**Run 1: clock network drawn from the DEF**

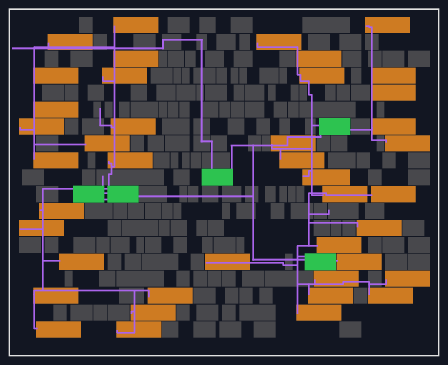
**Run 1: supply network**

Bar = 20 µm. Pins as bars on the die edge. Tap cells in grey.
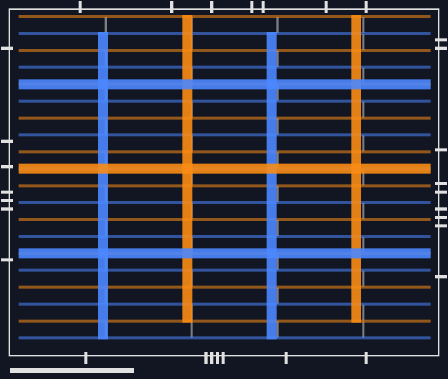
**Run 1: placement view**

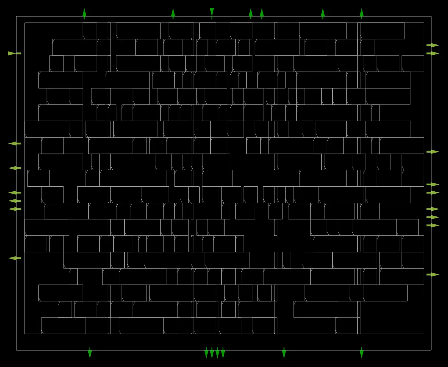
**Run 1: placement by cell class**

Bar = 20 µm.
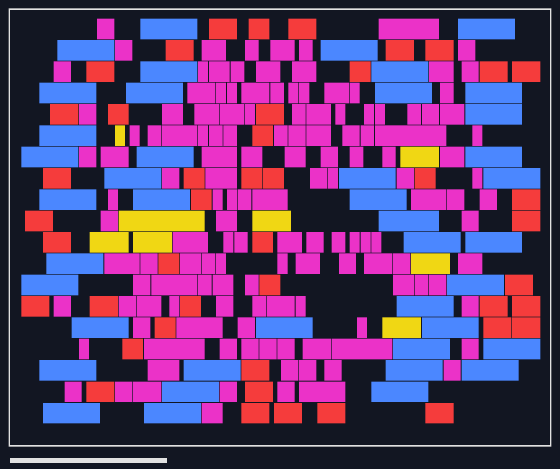
==> config.mk <==
export PLATFORM = sky130hd
export DESIGN_NAME = vga_timing_gen
export DESIGN_NICKNAME = d
export VERILOG_FILES = /design/src/rtl/vga_timing_pkg.sv /design/src/rtl/sync_delay.sv /design/src/rtl/vga_timing_gen.sv
export SDC_FILE = /design/constraint.sdc
export NUM_CORES = 1
export LEC_CHECK = 0
export CORE_ASPECT_RATIO = 0.8
export CORE_UTILIZATION = 53
export DETAILED_ROUTE_END_ITERATION = 8
export PLACE_DENSITY_LB_ADDON = 0.05
export SLEW_MARGIN = 5
export SYNTH_ARGS = -nofsm -noshare
export SYNTH_HDL_FRONTEND = slang
export SYNTH_SLANG_ARGS = --single-unit
==> constraint.sdc <==
create_clock -name vga_clk -period 2.5 [get_ports vga_clk]
set_clock_uncertainty 0.1 [all_clocks]
set_input_delay 0.375 -clock vga_clk [delete_from_list [all_inputs] [get_ports vga_clk]]
set_output_delay 0.375 -clock vga_clk [all_outputs]
set_load 0.01 [all_outputs]
==> results_dict.tcl, run 1 <==
# yosys + openroad results
set metrics [dict create \
    gr-total-overflow 0 \
    crit_buf_inv 1 \
    netlist_instances 202 \
    finalSetupViolCount 0 \
    min_path_type "flop to flop" \
    dp_hpwl_mm 2.826 \
    start_kind "flop" \
    yosys_cells 202 \
    firstDrtPassIters 4 \
    finalHoldViolations 0 \
    nets 238 \
    status "finished, final reports clean" \
    drc 0 \
    num_io_pins 30 \
    grt_pass1_wl_mm 6.644 \
    whs_path_depth 1 \
    intPower_mw 1.766 \
    crit_arrival_ns 2.39 \
    setup_ws_ns 0.1722 \
    slowest_delay_ns 0.48 \
    clkTransAtPathRegs_ns 0.08 \
    holdWs_ns 0.3165 \
    lay_top_cells "dfxtp_1 (40), clkdlybuf4s50_1 (29), buf_4 (15), nand2_1 (14), nor2b_1 (14)" \
    tool_warnings 28 \
    track_usage_pct 23.52 \
    postPlaceCellArea_um2 2196 \
    crit_required_ns 2.57 \
    slew_headroom_pct 62.81 \
    grt_max_degree 35 \
    postRouteAntennaNets 0 \
    fp_nets 208 \
    comb_power_share_pct 46.6 \
    vias 1496 \
    placedCellCount 264 \
    yosys_area_um2 1893 \
    yosysTopAreaCell "dfxtp_1" \
    fin_crit_sh_pct 93.11 \
    antenna_cells 0 \
    cts_tree "done" \
    top_area_share_pct 43.36 \
    worstPathMaxFanout 6 \
    finalSetupTns_ns 0 \
    htreeDepth 2 \
    cpMaxStageDelayCell "or4b_1" \
]
Back to the opening pictures, 'clock network drawn from the DEF':
legend:
  green:
    item: clock drivers
    count: 5
  orange:
    item: flip-flops
    count: 41
  purple:
    item: clock wires
    length: 460 µm
flops lie: spread over the die
routed clock nets: 6
Clock power frac: 19.7%
clk pwr: 0.544 mW
clk_lat worst skew: 0.29 ns

Back to the opening pictures, 'supply network':
legend:
  blue:
    net: VSS
  orange:
    net: VDD
met4 straps: 4
signal pins: 30
rows: 19
met1 rails: 20
Horiz. Die Dim: 68.82 µm
Worst VDD drop: 0.7842 mV

Back to the opening pictures, 'placement view':
Tapcells: 42
Rows: 19
Seq area share: 34.38%

Back to the opening pictures, 'placement by cell class':
legend:
  yellow:
    class: clock drivers and dummy loads
    cells: 8
    share_of_their_area: 5.0%
  blue:
    class: sequential cells
    cells: 41
    share_of_their_area: 35%
  magenta:
    class: combinational and other logic
    cells: 140
    share_of_their_area: 43%
  red:
    class: remaining buffers and delay cells
    cells: 44
    share_of_their_area: 17%
core area: 3423 µm²
Final Cell Area: 2391 µm²
post-layout util: 69.85%

run 1: cells by family (layout without fill, tap and decap cells):
logic type	count (synthesis)	after routing	synth area share [%]
xor gates and xnor gates	13	13	6.015
and+or+nand+nor	87	87	28.55
AOI/OAI and AO/OA	29	29	10.51
muxes	2	2	1.058
adders and majority gates	4	4	2.644
DFF	41	41	43.36
buffers and inverters	26	57	7.866
run 1: cells in the mapped netlist (all sizes together):
master and n:
dfxtp 41, buf 14, nand2 14, nor2b 14
nand4 9, nor2 9, clkbuf 7, nand3 7
o21ai 7, xnor2 7, a21oi 6, and3 6
nand2b 6, xor2 6, and2 5, inv 5
ha 4, nor3 4, nor4 4, o211ai 3
o31a 3, a31oi 2, mux2i 2, or2 2
or4 2, a22oi 1, a31o 1, a41o 1
and2b 1, nand4bb 1, nor3b 1, o21a 1
o22ai 1, o2bb2ai 1, o31ai 1, o32a 1
or3 1, or4b 1
run 1: routing by layer:
metal  share of wire (%)  GRT usage (%)  routed length, µm
met5                   0              0                  0
met4                 1.0          7.289                 42
met3                 6.2          7.645                255
met2                  43          31.79               1764
met1                  50          35.07               2023
run 1: power by group through the flow:
stage	sequential [mW]	clock, mW	combinational (mW)
2_1_floorplan	0.952	0	0.788
3_3_place_gp	0.927	0	1.20
3_5_place_dp	0.936	0	1.21
4_1_cts	0.922	0.548	1.22
5_1_grt	0.948	0.578	1.43
6_report	0.928	0.544	1.29
run 1: cell type report:
cell class              count  area (µm²)
fillers                   256        1032
multi-input cells         135       978.4
flip-flops and latches     41       822.0
repair buffers             44       402.9
clock buffers               7       86.33
well taps                  42       52.55
clock inverters             1       30.03
inverters                   5       18.77
run 1: what timing repair did:
item                                   in CTS  in global routing
resized                                     0                  9
endpoints found under the hold margin       0                  0
hold buffers                                0                  0
buffers inserted                            0                  3
setup endpoints to repair                   0                  3
**Run 1: signal wires by layer**

Bar = 20 µm. Two of the layers only.
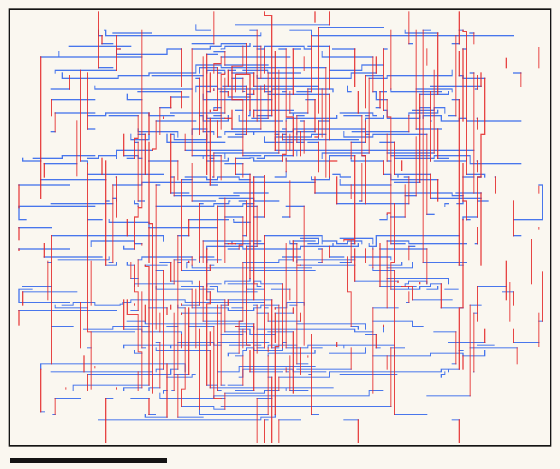

==> run 1 -> run 2 <==
- clock period: 2.5 -> 2.2 ns (I/O delays scaled with it)
**Run 2: signal wires by layer**

Bar = 20 µm. Two of the layers only.
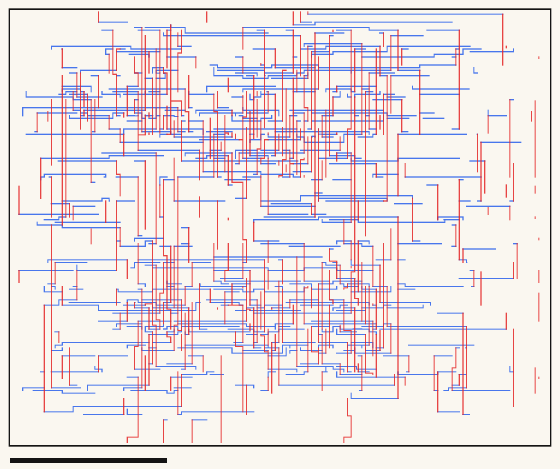
legend:
  blue:
    layer: metal 1
    wire_length: 2,020 µm
  red:
    layer: metal 2
    wire_length: 1,670 µm
wirelength, routed: 4.006 mm
vias post-DR: 1,559
post-DR wirelength/cell: 13.96 µm
gr usage total: 23.73%

==> results_dict.tcl, run 2 <==
# yosys + openroad results
set metrics [dict create \
    crit_required_ns 2.30 \
    holdWs_ns 0.3176 \
    top_area_share_pct 43.36 \
    fp_nets 208 \
    whs_path_depth 1 \
    fp.dieW_um 68.82 \
    min_path_type "flop to flop" \
    postPlaceCellArea_um2 2293 \
    ys.flop_type "dfxtp_1" \
    yosys_area_um2 1893 \
    slowest_delay_ns 0.57 \
    cts_buffers 5 \
    intPower_mw 2.113 \
    clock_latency_ns 0.29 \
    grt_pass1_vias 1445 \
    status "finished, final reports clean" \
    comb_cell_power_mw 1.65 \
    yosysTopAreaCell "dfxtp_1" \
    ir_drop_mv 0.8992 \
    dp_hpwl_mm 2.855 \
    gr-total-overflow 0 \
    core_um2 3423 \
    postRouteAntennaNets 0 \
    fin_crit_sh_pct 96.08 \
    pwr-share-clk_pct 18.8 \
    top_cell "dfxtp_1" \
    antenna_cells 0 \
    comb_power_share_pct 49.9 \
    edf_count 0 \
    pg_clk_mw 0.620 \
    yosys_cells 202 \
    synthArstFlopShare_pct 0 \
    num_io_pins 30 \
    placedCellCount 275 \
    common_cells "dfxtp_1 (41), nand2_1 (14), nor2b_1 (14), buf_4 (11), nor2_1 (9)" \
    grt_pass1_wl_mm 6.775 \
    drc 0 \
    tool_warnings 29 \
    start_kind "flop" \
    finalSetupViolCount 0 \
    cpMaxStageDelayCell "or4_4" \
    htreeDepth 2 \
    netlist_instances 202 \
    num_rows 19 \
    grt_max_degree 35 \
    clkTransAtPathRegs_ns 0.08 \
    lay_top_cells "dfxtp_1 (37), clkdlybuf4s50_1 (29), buf_4 (27), nand2_1 (14), nor2b_1 (14)" \
    slew_headroom_pct 77.67 \
    power_leader "combinational logic" \
]
**Run 2: placement by cell class**

Bar = 20 µm.
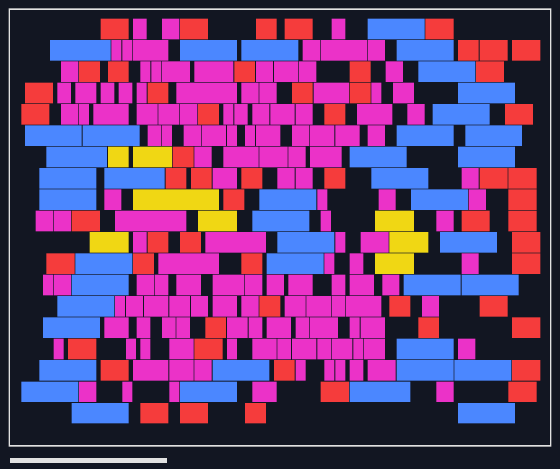
legend:
  red:
    class: remaining buffers and delay cells
    cells: 56
    share_of_their_area: 20%
  blue:
    class: sequential cells
    cells: 41
    share_of_their_area: 34%
  yellow:
    class: clock drivers and dummy loads
    cells: 8
    share_of_their_area: 4.9%
  magenta:
    class: combinational and other logic
    cells: 140
    share_of_their_area: 41%
post-layout util: 72.73%
Seq area share: 33.17%
Final Cell Area: 2490 µm²

-- run 2: cell counts after synthesis --
No cell type changed its count.
-- run 2: metrics by stage --
stage,setup TNS (ns),setup WS [ns]
final,0,0.08616
after global routing,-0.06556,-0.03662
after CTS,0,0.002941
after detailed placement,-0.006216,-0.006216
after global placement,0,0.006818
after floorplan,0,0.002994
-- run 2: cell families after synthesis --
kind of cell	share of synthesized area, %
xor gates and xnor gates	6.015
and+or+nand+nor	28.55
adders and majority gates	2.644
AOI/OAI and AO/OA	10.51
buffers and inverters	7.866
DFF	43.36
muxes	1.058
-- run 2: final cells by class --
| cell class | count | area [µm²] |
|---|---|---|
| tap | 42 | 52.55 |
| multi-input combinational | 135 | 979.7 |
| inverter | 5 | 18.77 |
| timing repair buffer | 56 | 493.0 |
| sequential | 41 | 825.8 |
| fill | 263 | 933.4 |
| clock buffer | 6 | 82.58 |
| clock inverter | 2 | 37.54 |
-- run 2: critical path: cells and delay by family, from the launching register on --
family / cells / cell delay (ns)
buffers and inverters: 1 / 0.16
adder cells (fa/ha/maj): 1 / 0.15
flip-flops: 1 / 0.36
AND-OR/OR-AND: 3 / 0.41
AND/OR/NAND/NOR: 3 / 0.86
-- run 2: repair_timing --
item                                    in CTS  in global routing
endpoints found under the setup margin       2                  4
buffers inserted                             0                  4
hold endpoints to repair                     0                  0
gates resized                                2                 10
pin swaps                                    0                  9
-- run 2: layer usage --
| metal | up-vias | track usage [%] | wire length [µm] |
|---|---|---|---|
| met5 | - | 0 | 0 |
| met4 | 0 | 7.289 | 69 |
| met3 | 8 | 7.438 | 250 |
| met2 | 64 | 31.23 | 1669 |
| met1 | 715 | 36.27 | 2016 |
| li1 | 772 | - | - |
Power is estimated from default activity; no workload was simulated.
